Figure 1. Cells by drive strength (run 1).
Scale bar: 20 µm.
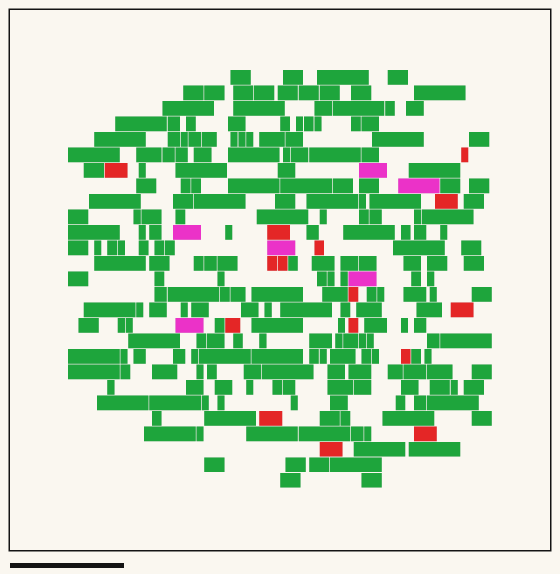
Figure 2. Cells colored by class (run 1).
Scale bar: 20 µm.
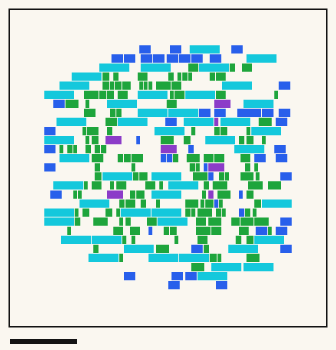
Figure 3. Logic cells by family (run 1).
Scale bar: 20 µm.
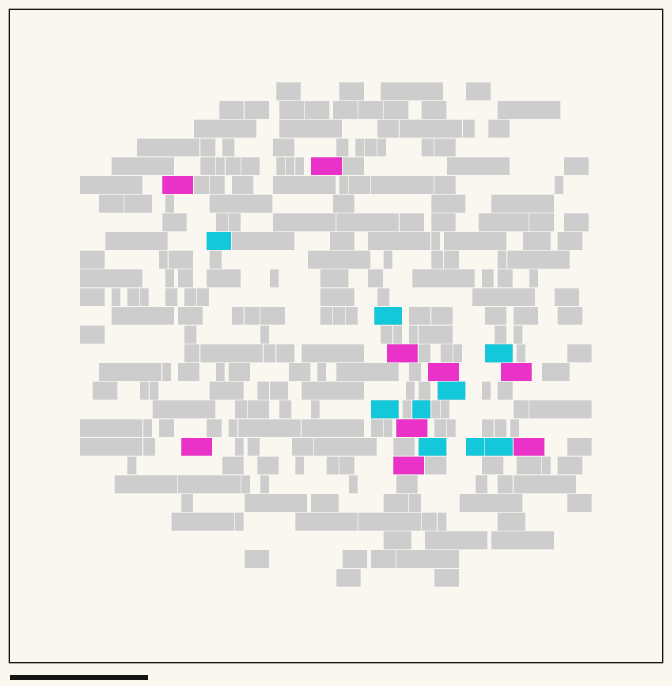
**config.mk**
```make
export PLATFORM = sky130hd
export DESIGN_NAME = acc_window_capture
export DESIGN_NICKNAME = d
export VERILOG_FILES = /design/src/rtl/acc_pkg.sv /design/src/rtl/acc_window_capture_sat_counter.sv /design/src/rtl/acc_window_capture.sv
export SDC_FILE = /design/constraint.sdc
export NUM_CORES = 1
export LEC_CHECK = 0
export CAP_MARGIN = 20
export CORE_MARGIN = 10
export CORE_UTILIZATION = 40
export DETAILED_ROUTE_END_ITERATION = 7
export GPL_TIMING_DRIVEN = 0
export SYNTH_ARGS = -nofsm -noshare
export SYNTH_HDL_FRONTEND = slang
export SYNTH_SLANG_ARGS = --single-unit
```
**constraint.sdc**
```tcl
create_clock -name clk -period 3.7 [get_ports clk]
set_input_delay 0.555 -clock clk [delete_from_list [all_inputs] [get_ports clk]]
set_output_delay 0.555 -clock clk [all_outputs]
set_load 0.005 [all_outputs]
```
**src/rtl/acc_pkg.sv**
```systemverilog
// Shared definitions for the nibble accumulator
// and the window-capture stage that consumes it.
package acc_pkg;

  localparam int ACC_DATA_W = 6;
  localparam int WIN_CNT_W  = 8;
  localparam int CYC_W      = 8;

  typedef enum logic [1:0] {
    IDLE = 2'd0,
    RUN  = 2'd1,
    HOLD = 2'd2
  } acc_state_e;

endpackage

```
**src/rtl/acc_window_capture_sat_counter.sv**
```systemverilog
// Saturating up-counter with synchronous clear;
// nxt is the value the register takes on this edge.
module sat_counter #(
  parameter int W = 4
) (
  input  logic         clk,
  input  logic         i_rst,
  input  logic         clr,
  input  logic         inc,
  output logic [W-1:0] nxt
);

  logic [W-1:0] q;

  always_comb begin
    nxt = q;
    if (clr) begin
      nxt = '0;
    end else if (inc && (q != '1)) begin
      nxt = q + W'(1);
    end
  end

  always_ff @(posedge clk or posedge i_rst) begin
    if (i_rst) begin
      q <= '0;
    end else begin
      q <= nxt;
    end
  end

endmodule

```
**src/rtl/acc_window_capture.sv**
```systemverilog
// Observes the accumulator for WINDOW cycles and holds
// sum, peak and overflow stats behind a valid/ready handshake.
module acc_window_capture
  import acc_pkg::*;
#(
  parameter int DATA_W = ACC_DATA_W,
  parameter int WINDOW = 8,
  parameter int OVC_W  = 4
) (
  input  logic                 clk,
  input  logic                 i_rst,
  input  logic [DATA_W-1:0]    i_acc_data,
  input  logic                 i_acc_ovf,
  input  logic                 i_start,
  input  logic                 i_ready,
  output logic                 o_busy,
  output logic                 o_valid,
  output logic [DATA_W-1:0]    o_sum,
  output logic [DATA_W-1:0]    o_peak,
  output logic                 o_ovf,
  output logic [OVC_W-1:0]     o_ovf_cnt,
  output logic [WIN_CNT_W-1:0] o_win_cnt
);

  localparam logic [CYC_W-1:0] LAST = CYC_W'(WINDOW - 1);

  acc_state_e state, state_nx;

  logic [CYC_W-1:0]  cyc;
  logic [DATA_W-1:0] peak, peak_nx;
  logic              sticky, sticky_nx;
  logic [OVC_W-1:0]  ovc_nx;
  logic              run, last, accept, clr;

  always_comb begin
    run      = (state == RUN);
    last     = run && (cyc == LAST);
    accept   = (state == HOLD) && i_ready;
    clr      = !run;
    state_nx = state;
    unique case (state)
      IDLE: if (i_start) state_nx = RUN;
      RUN:  if (last) state_nx = HOLD;
      HOLD: begin
        if (i_ready) begin
          state_nx = i_start ? RUN : IDLE;
        end
      end
      default: state_nx = IDLE;
    endcase
  end

  always_comb begin
    peak_nx   = (i_acc_data > peak) ? i_acc_data : peak;
    sticky_nx = sticky | i_acc_ovf;
  end

  sat_counter #(
    .W(OVC_W)
  ) u_ovc (
    .clk  (clk),
    .i_rst(i_rst),
    .clr  (clr),
    .inc  (run && i_acc_ovf),
    .nxt  (ovc_nx)
  );

  always_ff @(posedge clk or posedge i_rst) begin
    if (i_rst) begin
      state <= IDLE;
    end else begin
      state <= state_nx;
    end
  end

  // Window internals only live in RUN; any other state
  // parks them at zero so HOLD->RUN starts clean.
  always_ff @(posedge clk or posedge i_rst) begin
    if (i_rst) begin
      cyc    <= '0;
      peak   <= '0;
      sticky <= 1'b0;
    end else if (clr) begin
      cyc    <= '0;
      peak   <= '0;
      sticky <= 1'b0;
    end else begin
      cyc    <= cyc + CYC_W'(1);
      peak   <= peak_nx;
      sticky <= sticky_nx;
    end
  end

  always_ff @(posedge clk or posedge i_rst) begin
    if (i_rst) begin
      o_busy    <= 1'b0;
      o_valid   <= 1'b0;
      o_sum     <= '0;
      o_peak    <= '0;
      o_ovf     <= 1'b0;
      o_ovf_cnt <= '0;
      o_win_cnt <= '0;
    end else begin
      o_busy  <= (state_nx == RUN);
      o_valid <= (state_nx == HOLD);
      if (last) begin
        o_sum     <= i_acc_data;
        o_peak    <= peak_nx;
        o_ovf     <= sticky_nx;
        o_ovf_cnt <= ovc_nx;
      end
      if (accept) begin
        o_win_cnt <= o_win_cnt + WIN_CNT_W'(1);
      end
    end
  end

endmodule

```
==> summary.txt, run 1 <==
The run has ended; figures from its reports follow.

The run finished with clean final reports. The number of hold buffers added after cts is 0. The via count normalized by instance count came out at 5.25. According to the timing report, the critical path is launched from i_acc_data[4]. The count of cell types in the netlist came out at 37.

The type of the most critical hold path is register to register. The first-pass GRT wire length is 8230 µm. Global routing put the most usage on met2. Counting I/O delays and the setup requirement, the final critical path takes 2.59 ns. The depth of the CTS H-tree is 2.

The internal power is 1.19 mW. The portion of the clock cycle consumed by the worst path in the final layout is 70.0%. The category of the most critical setup path is input port to register. The synthesized netlist devotes roughly an eighth of its cell area to compound gates.

The total die size is 8980 µm². The number of filler cells placed in the layout is 523. The instance tally after logic synthesis is 208.

The number of routed nets with antenna violations came out at 0. For this block, the routed nets add up to 4960 µm of wire. The clock network burns 16.3% of the power. The number of primary I/O pins came out at 38. The sequential cell fraction of total power is 44.2%.

The cell-mix breakdown from Yosys lists the simple-gate area share as 15.5%. The commonest cells after synthesis are 48 x sky130_fd_sc_hd__dfrtp_1, 21 x sky130_fd_sc_hd__nor2_1, 15 x sky130_fd_sc_hd__nand3_1. Hold analysis lists the worst path endpoint as cyc[0]. The count of final setup violators came out at 0. The power per cell area came out at approximately 640 nW/µm². The violation tally from detailed-route iteration zero came out at 64. The fraction of layout cells with a size suffix above 1 came out at 8.30%.

The fraction of the mapped netlist area in adder cells is between 5 and 6%. The post-synth area from yosys stat came out at 2240 µm². The synthesized design devotes to its leading area cell type between 50% and 60% of total area. The first-pass iteration count of the detailed router is 4. Setup slack on the worst reg-to-reg path comes out at 1.49 ns. Net switching is 33.5% of the power.
## Picture notes: Figure 1
- red: x2 (cells 15; share 5.9%)
- magenta: x6 and larger (cells 6; share 2.4%)
- green: x1 and smaller (cells 232; share 92%)

## Picture notes: Figure 2
- green: remaining logic cells (cells 150)
- cyan: registers (cells 48)
- blue: remaining buffers and delay cells (cells 48)
- purple: clock drivers and dummy loads (cells 7)
site row count: 27
share of cell area taken by flip-flops and latches: 43.0%
CORE AREA: 5470 µm²
utilization of the core after routing: 51.1%

## Picture notes: Figure 3
- cyan: non-inverting ao/oa cells (cells 9)
- magenta: fa/ha/maj cells (cells 9)
top logic cell by instance count in the layout: sky130_fd_sc_hd__dfrtp_1
Post-Layout Cell Count: 325
logic gate fraction of the total cell area: 34.0%

## run 1: power groups by stage
| stage | combinational (mW) | sequential, mW | clock [mW] |
|---|---|---|---|
| 2_1_floorplan | 0.400 | 0.797 | 0 |
| 3_3_place_gp | 0.704 | 0.802 | 0 |
| 3_5_place_dp | 0.720 | 0.808 | 0 |
| 4_1_cts | 0.725 | 0.798 | 0.309 |
| 5_1_grt | 0.794 | 0.818 | 0.329 |
| 6_report | 0.709 | 0.794 | 0.293 |
## run 1: kinds of logic after synthesis
kind of cell | count (synthesis)
buffers and inverters | 21
AOI/OAI and AO/OA | 38
adders and majority gates | 9
muxes | 9
and+or+nand+nor | 69
DFF | 48
xor gates and xnor gates | 14
## run 1: registers in the layout, summed over array words and instances, names as in the netlist
signal	flops
cyc	8
o_win_cnt	8
o_peak	6
o_sum	6
peak	6
o_ovf_cnt	4
u_ovc.q	4
state	2
o_busy	1
o_ovf	1
o_valid	1
sticky	1
## run 1: critical path, stage by stage
cell                              delay (ns)
sky130_fd_sc_hd__clkdlybuf4s50_1        0.49
sky130_fd_sc_hd__ha_1                   0.34
sky130_fd_sc_hd__and4_1                 0.21
sky130_fd_sc_hd__buf_2                  0.17
sky130_fd_sc_hd__o21a_1                 0.15
sky130_fd_sc_hd__buf_2                  0.18
sky130_fd_sc_hd__o311ai_0               0.51
sky130_fd_sc_hd__a31oi_1                0.15
## run 1: final cells by class
class | instances | area, µm² | share of cell area [%]
sequential | 48 | 1200 | 43.0
clock buffer | 6 | 72.6 | 2.60
clock inverter | 1 | 5.00 | 0.179
buffer | 10 | 43.8 | 1.57
tap | 72 | 90.1 | 3.22
inverter | 11 | 41.3 | 1.48
timing repair buffer | 38 | 390 | 14.0
multi-input combinational | 139 | 951 | 34.0
## run 1: placed cells by master, fill, tap and decap left out, types with 2 or more instances in the layout
cell                              synthesis  final
sky130_fd_sc_hd__and3_1                   2      2
sky130_fd_sc_hd__and4_1                   2      2
sky130_fd_sc_hd__mux2_2                   7      7
sky130_fd_sc_hd__nor3_1                   4      4
sky130_fd_sc_hd__o22ai_1                  2      2
sky130_fd_sc_hd__xor2_1                   8      8
sky130_fd_sc_hd__a21oi_1                 10     10
sky130_fd_sc_hd__nand3_1                 15     15
sky130_fd_sc_hd__o21ai_0                  4      4
sky130_fd_sc_hd__inv_1                   11     10
sky130_fd_sc_hd__o311ai_0                 6      6
sky130_fd_sc_hd__dfrtp_1                 48     48
sky130_fd_sc_hd__o41a_1                   6      6
sky130_fd_sc_hd__xnor2_1                  6      6
sky130_fd_sc_hd__nor2_1                  21     21
sky130_fd_sc_hd__clkbuf_1                 5      6
sky130_fd_sc_hd__buf_2                    5      5
sky130_fd_sc_hd__nand2_1                 11     11
sky130_fd_sc_hd__or3_1                    2      2
sky130_fd_sc_hd__clkdlybuf4s50_1          0     37
sky130_fd_sc_hd__a31oi_1                  6      6
sky130_fd_sc_hd__mux2i_1                  2      2
sky130_fd_sc_hd__ha_1                     9      9
sky130_fd_sc_hd__nor2b_1                  2      2
sky130_fd_sc_hd__clkbuf_8                 0      5
## Run 2: what changed since run 1
==> constraint.sdc (replaced) <==
create_clock -name clk -period 2.4 [get_ports clk]
set_input_delay 0.36 -clock clk [delete_from_list [all_inputs] [get_ports clk]]
set_output_delay 0.36 -clock clk [all_outputs]
set_load 0.005 [all_outputs]
Figure 4. Logic cells by family (run 2).
Scale bar: 20 µm.
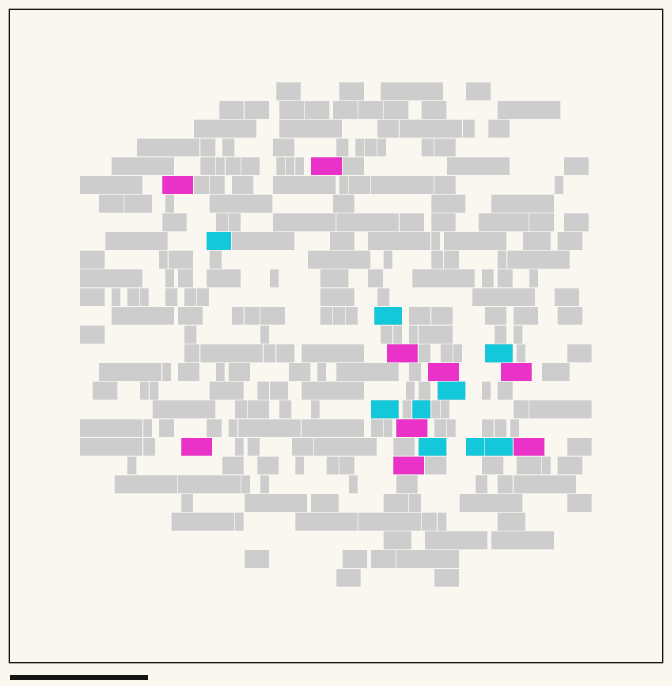
- cyan: non-inverting ao/oa cells (cells 9)
- magenta: fa/ha/maj cells (cells 9)

Figure 5. Cells colored by class (run 2).
Scale bar: 20 µm.
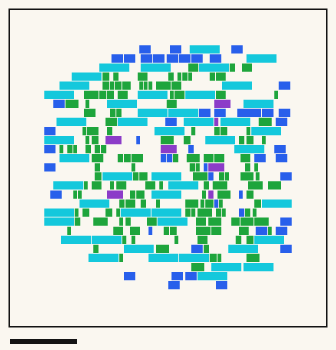
- purple: clock drivers and dummy loads (cells 7)
- green: remaining logic cells (cells 150)
- cyan: registers (cells 48)
- blue: remaining buffers and delay cells (cells 48)

==> summary.txt, run 2 <==
The run has ended; figures from its reports follow.

The run finished with clean final reports. The count of final setup violators came out at 0 (unchanged). The total die size came to 8980 µm² (unchanged). The register bit total from synthesis came out at around 48. The area share of and-or/or-and cells after synthesis came out at 12.1% (unchanged).

Per the cell usage report, the commonest logic cells after layout are 48 x sky130_fd_sc_hd__dfrtp_1, 37 x sky130_fd_sc_hd__clkdlybuf4s50_1, 21 x sky130_fd_sc_hd__nor2_1, 15 x sky130_fd_sc_hd__nand3_1, 11 x sky130_fd_sc_hd__nand2_1. The cell row count came to 27 (unchanged). The area share of the largest cell type after synthesis is 53.7% (unchanged).

The actual transition at the worst max-transition pin came out at between 0.5 and 0.6 ns. The depth of the CTS H-tree came to 2 (unchanged). The TritonCTS clock tree is done. The total wirelength of the detailed-routed design came to 4950 µm (-0.20%). A synthesized cell averages approximately 11 µm². Entering global routing, the biggest net connects 39 pins. Across the routed clock network, the largest skew measured is 0.00492 ns. The maximum clock insertion buffer count is 2. Per the STA report, the cell with the highest stage delay on the worst path is sky130_fd_sc_hd__clkdlybuf4s50_1. Among the stages of the critical path, the cell type that occurs most often is sky130_fd_sc_hd__buf_2. The post-synthesis xor/xnor area fraction came out at ~5.5%. The required time reported for the critical path endpoint is 2.56 ns. The max-capacitance violation count is 0.

The clock tree root driver cell is sky130_fd_sc_hd__clkbuf_8. STA lists the maximum fanout along the critical path as 10. In the final report, the number of pins over their slew limit comes to 0.

Counting the buffers created by CTS gives 5. The post-synth area from yosys stat came to 2240 µm² (unchanged). The type recorded for the worst min-delay path is input port to async pin. The first-pass GRT wire length came out at 8230 µm (unchanged). The violation tally from detailed-route iteration zero came out at 54 (-16%).

The number of primary I/O pins came to 38 (unchanged). The count of cell types in the netlist came to 37 (unchanged). The placeable core region came out at 5470 µm² (unchanged). The setup path with the least slack is of type input port to register. In the final layout, the registers with the most flip-flops are cyc x8, o_win_cnt x8. The quantity of I/O buffers inserted on ports is 37. The number of hold-slack violations in the final timing report is 0. The data arrival time at the worst-slack endpoint is 2.48 ns. The most common cell in the synthesized netlist is sky130_fd_sc_hd__dfrtp_1.

sky130_fd_sc_hd__dfrtp_1 takes more of the synthesized area than any other cell. The final non-filler cell area came out at 2800 µm². The first-pass iteration count of the detailed router is 4 (unchanged). The fraction of layout cells with a size suffix above 1 came out at 8.30% (unchanged). The power per cell area was 993 nW/µm² (+55%).

Among all flip-flop cells after synthesis, the most frequent one is sky130_fd_sc_hd__dfrtp_1. The report puts the cell count of the worst reg-to-reg path at 8. The simple-gate share of the synthesized area came to 15.5% (unchanged). The floorplan step records an initial core utilization of 40.9%. The floorplan net count is 228. The final period demand of the worst path came out at around 2.3 ns.

Once placement finished, the instance area stood at approximately 2700 µm². The synthesis report lists the most area-consuming cells as sky130_fd_sc_hd__dfrtp_1 54%, sky130_fd_sc_hd__ha_1 5.0%, sky130_fd_sc_hd__mux2_2 3.5%, sky130_fd_sc_hd__nor2_1 3.5%, sky130_fd_sc_hd__nand3_1 3.4%. The number of filler cells placed in the layout was 523 (unchanged). The stage delay of the slowest cell on the critical path came out at 0.49 ns (-0.02 ns). The number of warnings reported in the stage logs is 26. The number of placed instances with taps included is 318. The HPWL after detailed placement is 3670 µm. The number of hold buffers added after cts came out at 0 (unchanged). The routed layout has 1,703 vias.

Sorting the synthesized cells by how often they occur yields 48 x sky130_fd_sc_hd__dfrtp_1, 21 x sky130_fd_sc_hd__nor2_1, 15 x sky130_fd_sc_hd__nand3_1. The fraction of the mapped netlist area in adder cells is 5.03% (unchanged). 0 antenna diodes ended up in the layout. The number of routed nets with antenna violations came out at 0 (unchanged). The total negative setup slack is 0 ns. The minimum setup slack among reg-to-reg paths is 0.27 ns (-1.22 ns). The portion of the clock cycle consumed by the worst path in the final layout is 96.5%. The number of warnings issued by yosys is 0. The number of non-filler instances in the completed layout came out at 325 (unchanged). The chip width is around 95 µm.

The largest voltage drop on the vdd net came out at roughly 0.55 mV. After synthesis the cells add up to about 2200 µm². The instance tally after logic synthesis is 208 (unchanged). The via count normalized by instance count came to 5.24 (-0.18%).

The die span in y is 94.8 µm. The top cell type in the final layout, fill and taps aside, is sky130_fd_sc_hd__dfrtp_1. Looking at the worst setup and hold paths, the clock pins of their registers show a slew of 0.08 ns. The cell sequence reported for the critical path is clkdlybuf4s50_1 > ha_1 > and4_1 > buf_2 > o21a_1 > buf_2 > o311ai_0 > a21oi_1. The insertion delay at the late pin of the worst-skew pair came out at 0.30 ns.
Figure 6. Sequential cells grouped by signal name (run 2).
Scale bar: 20 µm. Other sequential cells in the stronger gray, the rest of the logic in the fainter gray.
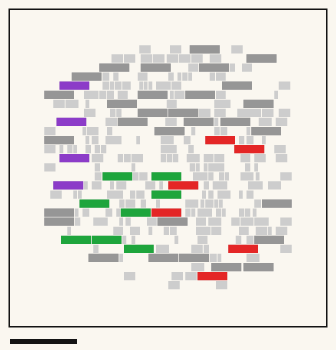
- red: `peak` (flops 6)
- purple: `u_ovc.q` (flops 4; where left middle)
- green: `cyc` (flops 8)
- not colored: 30
register area: 1200 µm²
total sequential power: 1.22 mW

[run 2: routing by layer]
metal  track usage (%)  vias up  part of all wire [%]
li1                  -      831                     -
met1              14.2      832                    45
met2              18.7       32                    49
met3              3.17        8                   5.4
met4              3.99        0                   1.1
met5                 0        -                     0
[run 2: logic make-up (layout without fill, tap and decap cells)]
logic type / Yosys count / count (layout)
mux: 9 / 9
compound gates: 38 / 38
simple gates: 69 / 69
buf+inv: 21 / 66
flops: 48 / 48
xor+xnor: 14 / 14
fa+ha+maj: 9 / 9
[run 2: layout make-up]
class / instances / area (µm²) / share of cell area, %
Clock buffer: 6 / 72.6 / 2.60
Clock inverter: 1 / 5.00 / 0.179
Tap cell: 72 / 90.1 / 3.22
Inverter: 11 / 41.3 / 1.48
Multi-Input combinational cell: 139 / 951 / 34.0
Buffer: 10 / 43.8 / 1.57
Sequential cell: 48 / 1200 / 43.0
Timing Repair Buffer: 38 / 390 / 14.0
[run 2: where the power goes]
part           switching [mW]  leakage [nW]  internal [mW]
logic                   0.519         0.597          0.579
registers               0.160         0.604           1.07
clock network           0.255        0.0410          0.199
total                   0.933          1.24           1.84
[run 2: worst max path at each step]
| stage | start | endpoint | slack, ns | cells after the start |
|---|---|---|---|---|
| 2_1_floorplan | peak[4] | o_peak[0] | 0.50 | 8 |
| 3_3_place_gp | i_acc_data[4] | o_peak[4] | -0.22 | 8 |
| 3_5_place_dp | i_acc_data[4] | o_peak[4] | -0.24 | 8 |
| 4_1_cts | i_acc_data[4] | o_peak[2] | 0.06 | 8 |
| 5_1_grt | i_acc_data[4] | o_peak[5] | 0.006 | 8 |
| 6_report | i_acc_data[4] | peak[5] | 0.08 | 8 |
[run 2: critical path, delay by kind of cell]
family	cells	cell delay, ns
buf+inv	3	0.85
compound gates	3	0.72
fa+ha+maj	1	0.34
simple gates	1	0.21
[run 2: per-stage QoR]
| step | utilization [%] | hold WS, ns |
|---|---|---|
| after floorplan | - | 0.425 |
| after global placement | 49.3 | 0.448 |
| after detailed placement | 49.7 | 0.458 |
| after CTS | 51.1 | 0.320 |
| after global routing | 51.1 | 0.335 |
| final | 51.1 | 0.312 |
Power is estimated from default activity; no workload was simulated.
